$ cat src/rtl/pipeline_hazard_ctrl.sv
// Pipeline hazard controller: stage enables/flushes, operand forwarding, memory-wait timeout.
// Define PIPELINE_HAZARD_CTRL_FORWARDING_EN to build with EX-stage operand forwarding.
module pipeline_hazard_ctrl #(
    parameter int unsigned MEM_WAIT_MAX = 15
) (
    input  logic        clk,
    input  logic        rst,
    input  logic [4:0]  id_rs1,
    input  logic [4:0]  id_rs2,
    input  logic        id_uses_rs1,
    input  logic        id_uses_rs2,
    input  logic [4:0]  ex_rs1,
    input  logic [4:0]  ex_rs2,
    input  logic [4:0]  ex_rd,
    input  logic        ex_reg_write,
    input  logic        ex_mem_read,
    input  logic [4:0]  mem_rd,
    input  logic        mem_reg_write,
    input  logic [4:0]  wb_rd,
    input  logic        wb_reg_write,
    input  logic        ex_branch_taken,
    input  logic        mem_access,
    input  logic        mem_ready,
    output logic        pc_en,
    output logic        if_id_en,
    output logic        id_ex_en,
    output logic        ex_mem_en,
    output logic        mem_wb_en,
    output logic        if_id_flush,
    output logic        id_ex_flush,
    output logic [1:0]  fwd_a,
    output logic [1:0]  fwd_b,
    output logic        mem_timeout,
    output logic [15:0] stall_count
);

    typedef enum logic [1:0] {
        StRun,
        StMemWait,
        StError
    } state_e;

    localparam logic [7:0] WaitMax = 8'(MEM_WAIT_MAX);

    state_e      state_q, state_d;
    logic [7:0]  wait_cnt_q, wait_cnt_d;
    logic [15:0] stall_cnt_q, stall_cnt_d;

    logic        data_hazard;
    logic [1:0]  fwd_a_raw;
    logic [1:0]  fwd_b_raw;
    logic        run_eq;

    // x0 is hardwired zero, so it never produces a dependency.
    function automatic logic reg_match(input logic [4:0] rd, input logic we,
                                       input logic [4:0] rs);
        return we && (rd != 5'd0) && (rd == rs);
    endfunction

    function automatic logic id_match(input logic [4:0] rd, input logic we,
                                      input logic [4:0] rs1, input logic use1,
                                      input logic [4:0] rs2, input logic use2);
        return (use1 && reg_match(rd, we, rs1)) || (use2 && reg_match(rd, we, rs2));
    endfunction

`ifdef PIPELINE_HAZARD_CTRL_FORWARDING_EN
    // Only a load still in EX cannot be forwarded in time.
    assign data_hazard = ex_mem_read &&
        id_match(ex_rd, ex_reg_write, id_rs1, id_uses_rs1, id_rs2, id_uses_rs2);

    always_comb begin
        fwd_a_raw = 2'b00;
        fwd_b_raw = 2'b00;
        if (reg_match(mem_rd, mem_reg_write, ex_rs1)) begin
            fwd_a_raw = 2'b10;
        end else if (reg_match(wb_rd, wb_reg_write, ex_rs1)) begin
            fwd_a_raw = 2'b01;
        end
        if (reg_match(mem_rd, mem_reg_write, ex_rs2)) begin
            fwd_b_raw = 2'b10;
        end else if (reg_match(wb_rd, wb_reg_write, ex_rs2)) begin
            fwd_b_raw = 2'b01;
        end
    end
`else
    // Write-through register file: WB results are visible in ID, so only EX and MEM matter.
    assign data_hazard =
        id_match(ex_rd, ex_reg_write, id_rs1, id_uses_rs1, id_rs2, id_uses_rs2) ||
        id_match(mem_rd, mem_reg_write, id_rs1, id_uses_rs1, id_rs2, id_uses_rs2);

    assign fwd_a_raw = 2'b00;
    assign fwd_b_raw = 2'b00;

    logic unused_fwd_inputs;
    assign unused_fwd_inputs = ^{ex_rs1, ex_rs2, wb_rd, wb_reg_write, ex_mem_read};
`endif

    always_comb begin
        state_d     = state_q;
        wait_cnt_d  = wait_cnt_q;
        run_eq      = 1'b0;
        pc_en       = 1'b0;
        if_id_en    = 1'b0;
        id_ex_en    = 1'b0;
        ex_mem_en   = 1'b0;
        mem_wb_en   = 1'b0;
        if_id_flush = 1'b0;
        id_ex_flush = 1'b0;

        unique case (state_q)
            StRun: begin
                if (mem_access && !mem_ready) begin
                    state_d    = StMemWait;
                    wait_cnt_d = 8'd1;
                end else begin
                    run_eq = 1'b1;
                end
            end
            StMemWait: begin
                if (mem_ready) begin
                    // Ready wins even on the final allowed wait cycle.
                    state_d    = StRun;
                    wait_cnt_d = 8'd0;
                    run_eq     = 1'b1;
                end else if (wait_cnt_q >= WaitMax) begin
                    state_d = StError;
                end else begin
                    wait_cnt_d = wait_cnt_q + 8'd1;
                end
            end
            StError: begin
                state_d = StError;
            end
            default: begin
                state_d    = StRun;
                wait_cnt_d = 8'd0;
            end
        endcase

        if (run_eq) begin
            if (ex_branch_taken) begin
                pc_en       = 1'b1;
                if_id_en    = 1'b1;
                id_ex_en    = 1'b1;
                ex_mem_en   = 1'b1;
                mem_wb_en   = 1'b1;
                if_id_flush = 1'b1;
                id_ex_flush = 1'b1;
            end else if (data_hazard) begin
                id_ex_en    = 1'b1;
                ex_mem_en   = 1'b1;
                mem_wb_en   = 1'b1;
                id_ex_flush = 1'b1;
            end else begin
                pc_en     = 1'b1;
                if_id_en  = 1'b1;
                id_ex_en  = 1'b1;
                ex_mem_en = 1'b1;
                mem_wb_en = 1'b1;
            end
        end

        if (rst) begin
            pc_en       = 1'b0;
            if_id_en    = 1'b0;
            id_ex_en    = 1'b0;
            ex_mem_en   = 1'b0;
            mem_wb_en   = 1'b0;
            if_id_flush = 1'b0;
            id_ex_flush = 1'b0;
        end
    end

    always_comb begin
        stall_cnt_d = stall_cnt_q;
        if ((state_q != StError) && !pc_en && (stall_cnt_q != 16'hFFFF)) begin
            stall_cnt_d = stall_cnt_q + 16'd1;
        end
    end

    always_ff @(posedge clk) begin
        if (rst) begin
            state_q     <= StRun;
            wait_cnt_q  <= 8'd0;
            stall_cnt_q <= 16'd0;
        end else begin
            state_q     <= state_d;
            wait_cnt_q  <= wait_cnt_d;
            stall_cnt_q <= stall_cnt_d;
        end
    end

    assign fwd_a       = rst ? 2'b00 : fwd_a_raw;
    assign fwd_b       = rst ? 2'b00 : fwd_b_raw;
    assign mem_timeout = (state_q == StError);
    assign stall_count = stall_cnt_q;

endmodule

$ cat config.mk
export PLATFORM = sky130hd
export DESIGN_NAME = pipeline_hazard_ctrl
export DESIGN_NICKNAME = d
export VERILOG_FILES = /design/src/rtl/pipeline_hazard_ctrl.sv
export SDC_FILE = /design/constraint.sdc
export NUM_CORES = 1
export LEC_CHECK = 0
export ABC_AREA = 1
export CORE_MARGIN = 3
export CORE_UTILIZATION = 24
export DETAILED_ROUTE_END_ITERATION = 12
export DONT_BUFFER_PORTS = 1
export GPL_ROUTABILITY_DRIVEN = 0
export GPL_TIMING_DRIVEN = 0
export HOLD_SLACK_MARGIN = 0.12
export SYNTH_ARGS = -nofsm -noshare
export SYNTH_HDL_FRONTEND = slang
export SYNTH_SLANG_ARGS = --single-unit
$ cat constraint.sdc
create_clock -name clk -period 1.93 [get_ports clk]
set_input_delay 0.4825 -clock clk [delete_from_list [all_inputs] [get_ports clk]]
set_output_delay 0.4825 -clock clk [all_outputs]
set_load 0.05 [all_outputs]
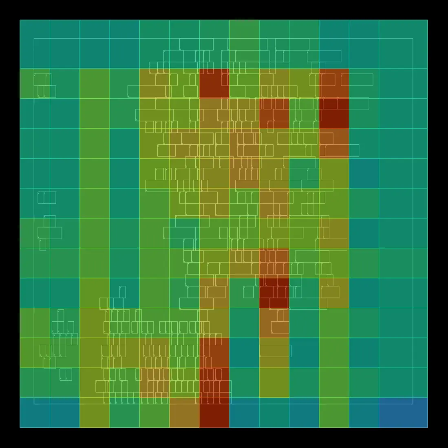
(images/congestion.png)
global routing usage on met1: 13.4%
total global routing track utilization: 10.9%

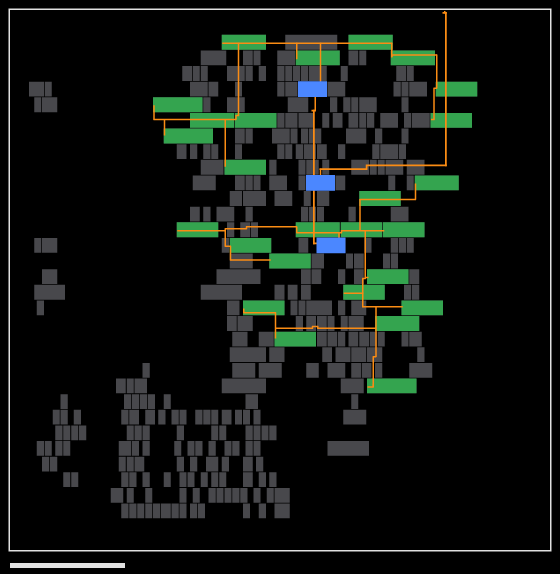
(images/clk_routes.png)
Scale bar: 20 um.
[clock drivers] blue | count: 3
[clock wires] orange | length: 333 um
[flip-flops] green | count: 26
routed clock nets: 4

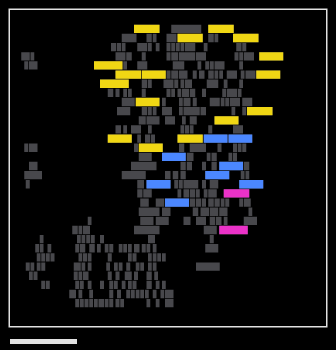
(images/flops_by_reg.png)
Scale bar: 20 um. Other cells in grey.
| netlist name | colour | flops |
|---|---|---|
| `stall_count` | yellow | 16 |
| `wait_cnt_q` | blue | 8 |
| `state_q` | magenta | 2 |
final design utilization: 30.8%
sequential share of cell area: 23.9%

==> results_tabular.tex <==
% Table of physical implementation metrics
\begin{tabular}{lr}
\hline
Metric & Value \\
\hline
\multicolumn{2}{l}{\textbf{Logic synthesis}} \\
Synthesized cell area & $\sim$1900 um\^{}2 \\
Post-Synthesis Mean Instance Area & roughly 6.1 um\^{}2 \\
Flip-flops with a built-in enable & 0 \\
Cell type with the largest total area & sky130\_fd\_sc\_hd\_\_dfxtp\_1 \\
Top area contributor share & 28.0\% \\
Area contributors post-synth & sky130\_fd\_sc\_hd\_\_dfxtp\_1 (28\%), sky130\_fd\_sc\_hd\_\_nand2\_1 (22\%), sky130\_fd\_sc\_hd\_\_inv\_1 (7.3\%) \\
Cells after Synth & 307 \\
Area share of and/or/nand/nor cells after synthesis & between 40\% and 50\% \\
Area fraction in compound gates after synthesis & around a tenth \\
Share of cell area taken by muxes after synthesis & 0\% \\
Yosys reg bits & 26 \\
Post-synth ARST share & 0\% \\
Library cells used by synthesis & 31 \\
Synth Area in XOR/XNOR & 6.12\% \\
Most instantiated cells after synthesis & sky130\_fd\_sc\_hd\_\_nand2\_1 (110), sky130\_fd\_sc\_hd\_\_inv\_1 (36), sky130\_fd\_sc\_hd\_\_nor2\_1 (34) \\
YS chip area & about 1900 um\^{}2 \\
Adder share & 1.35\% \\
Main synth FF type & sky130\_fd\_sc\_hd\_\_dfxtp\_1 \\
\multicolumn{2}{l}{\textbf{Pwr}} \\
Seq pwr & 0.588 mW \\
Internal power summed over all cells & 0.901 mW \\
Sequential share of power & 44.0\% \\
Combinational fraction of design power & around a quarter \\
Clock distribution power & 0.401 mW \\
Cell area power density & 589 nW/um\^{}2 \\
Switching power & 0.437 mW \\
Overall power after layout & between 1 and 1.5 mW \\
Maximum VDD drop & 152 uV \\
Leakage power & 0.959 nW \\
Combinational logic power & 0.349 mW \\
\multicolumn{2}{l}{\textbf{Clocking}} \\
Clk buf depth & 2 \\
Latency at later pin & 0.27 ns \\
Post-CTS setup buffer count & 6 \\
Post-cts hold buffer count & 0 \\
Clock transition at path regs & $\sim$0.09 ns \\
Number of gates resized after CTS & 12 \\
TritonCTS Sinks & 26 \\
\multicolumn{2}{l}{\textbf{Layout}} \\
Final Cell Area & 2270 um\^{}2 \\
Max reg flops & 16 \\
Footprint of the flip-flops and latches & 542 um\^{}2 \\
Final cell count without fillers & 421 \\
MI comb area & roughly 1200 um\^{}2 \\
Area Overhead vs Synth & 22.1\% \\
Logic share of the area & 52.9\% \\
Final net count & 371 \\
Area-dominant class & multi-input combinational cells \\
Clock network share of area & 2.92\% \\
Number of buffers other than clock buffers in the final layout & 19 \\
Clkbuf count & 4 \\
Layout cell share with drive strength beyond 1 & 20.8\% \\
\multicolumn{2}{l}{\textbf{Placement}} \\
Port Buffers & 0 \\
Post-placement cell count & between 400 and 500 \\
\multicolumn{2}{l}{\textbf{Hold path}} \\
Hold crit path type & input pin to register \\
Worst Hold Path Cells & 1 \\
\multicolumn{2}{l}{\textbf{Timing}} \\
FMAX & 443 MHz \\
Post-layout period usage & 117\% \\
Worst setup slack after layout & -0.327 ns \\
Clock tree skew after final layout & approximately 0.008 ns \\
Setup violators final & 26 \\
Final Hold Fails & 0 \\
Least-Margin Pin Slew & 1.07 ns \\
RSZ-0062 raised after global routing & yes \\
\multicolumn{2}{l}{\textbf{Detailed routing}} \\
Count of routing violations after the opening detailed-route iteration & 76 \\
DRC & 0 \\
TritonRoute pass-1 iters & 5 \\
Via count & 1882 \\
Overall routed net length & 4.74 mm \\
\multicolumn{2}{l}{\textbf{Global routing}} \\
Number of global-route vias before repair & between 1500 and 2000 \\
Pin count of the biggest net entering global routing & 16 \\
Antenna violations before repair & 0 \\
Sum of overflow across all layers after global routing & 0 \\
\multicolumn{2}{l}{\textbf{Worst setup path}} \\
Cell type with the highest occurrence count on the critical path & sky130\_fd\_sc\_hd\_\_nand2\_2 \\
CP Buf/Inv Count & 3 \\
Family with the most delay on the worst path & buffers and inverters \\
CP Depth & 8 \\
Slowest cell on the critical path & sky130\_fd\_sc\_hd\_\_dfxtp\_2 \\
Highest cell delay on the worst timing path & 0.37 ns \\
Data required time of the critical path & 1.45 ns \\
\multicolumn{2}{l}{\textbf{Floorplan}} \\
Num rows & 31 \\
Die extent in y & 94.0 um \\
Tap cells & 99 \\
\multicolumn{2}{l}{\textbf{Run status}} \\
Outcome & finished, violations left \\
Failing checks & setup timing \\
\multicolumn{2}{l}{\textbf{Job}} \\
OpenROAD warning count & roughly 46 \\
\hline
\end{tabular}
final timing paths:
path / from / endpoint / slack [ns]
worst max-delay path: state_q[1]$_SDFFE_PP0P_ / pc_en / -0.33
worst min-delay path: rst / wait_cnt_q[4]$_SDFFE_PP0P_ / 0.27
worst max register to register: state_q[1]$_SDFFE_PP0P_ / stall_count[4]$_SDFFE_PP0P_ / -0.28
worst min register to register: wait_cnt_q[7]$_SDFFE_PP0P_ / wait_cnt_q[7]$_SDFFE_PP0P_ / 0.44
layer usage:
layer	track usage [%]	wire length, um	vias up	share of wire (%)
met5	0	0	-	0
met4	3.25	76	0	1.6
met3	2.72	301	7	6.4
met2	18.5	2310	51	49
met1	13.4	2050	847	43
li1	-	-	977	-
Power is estimated from default activity; no workload was simulated.
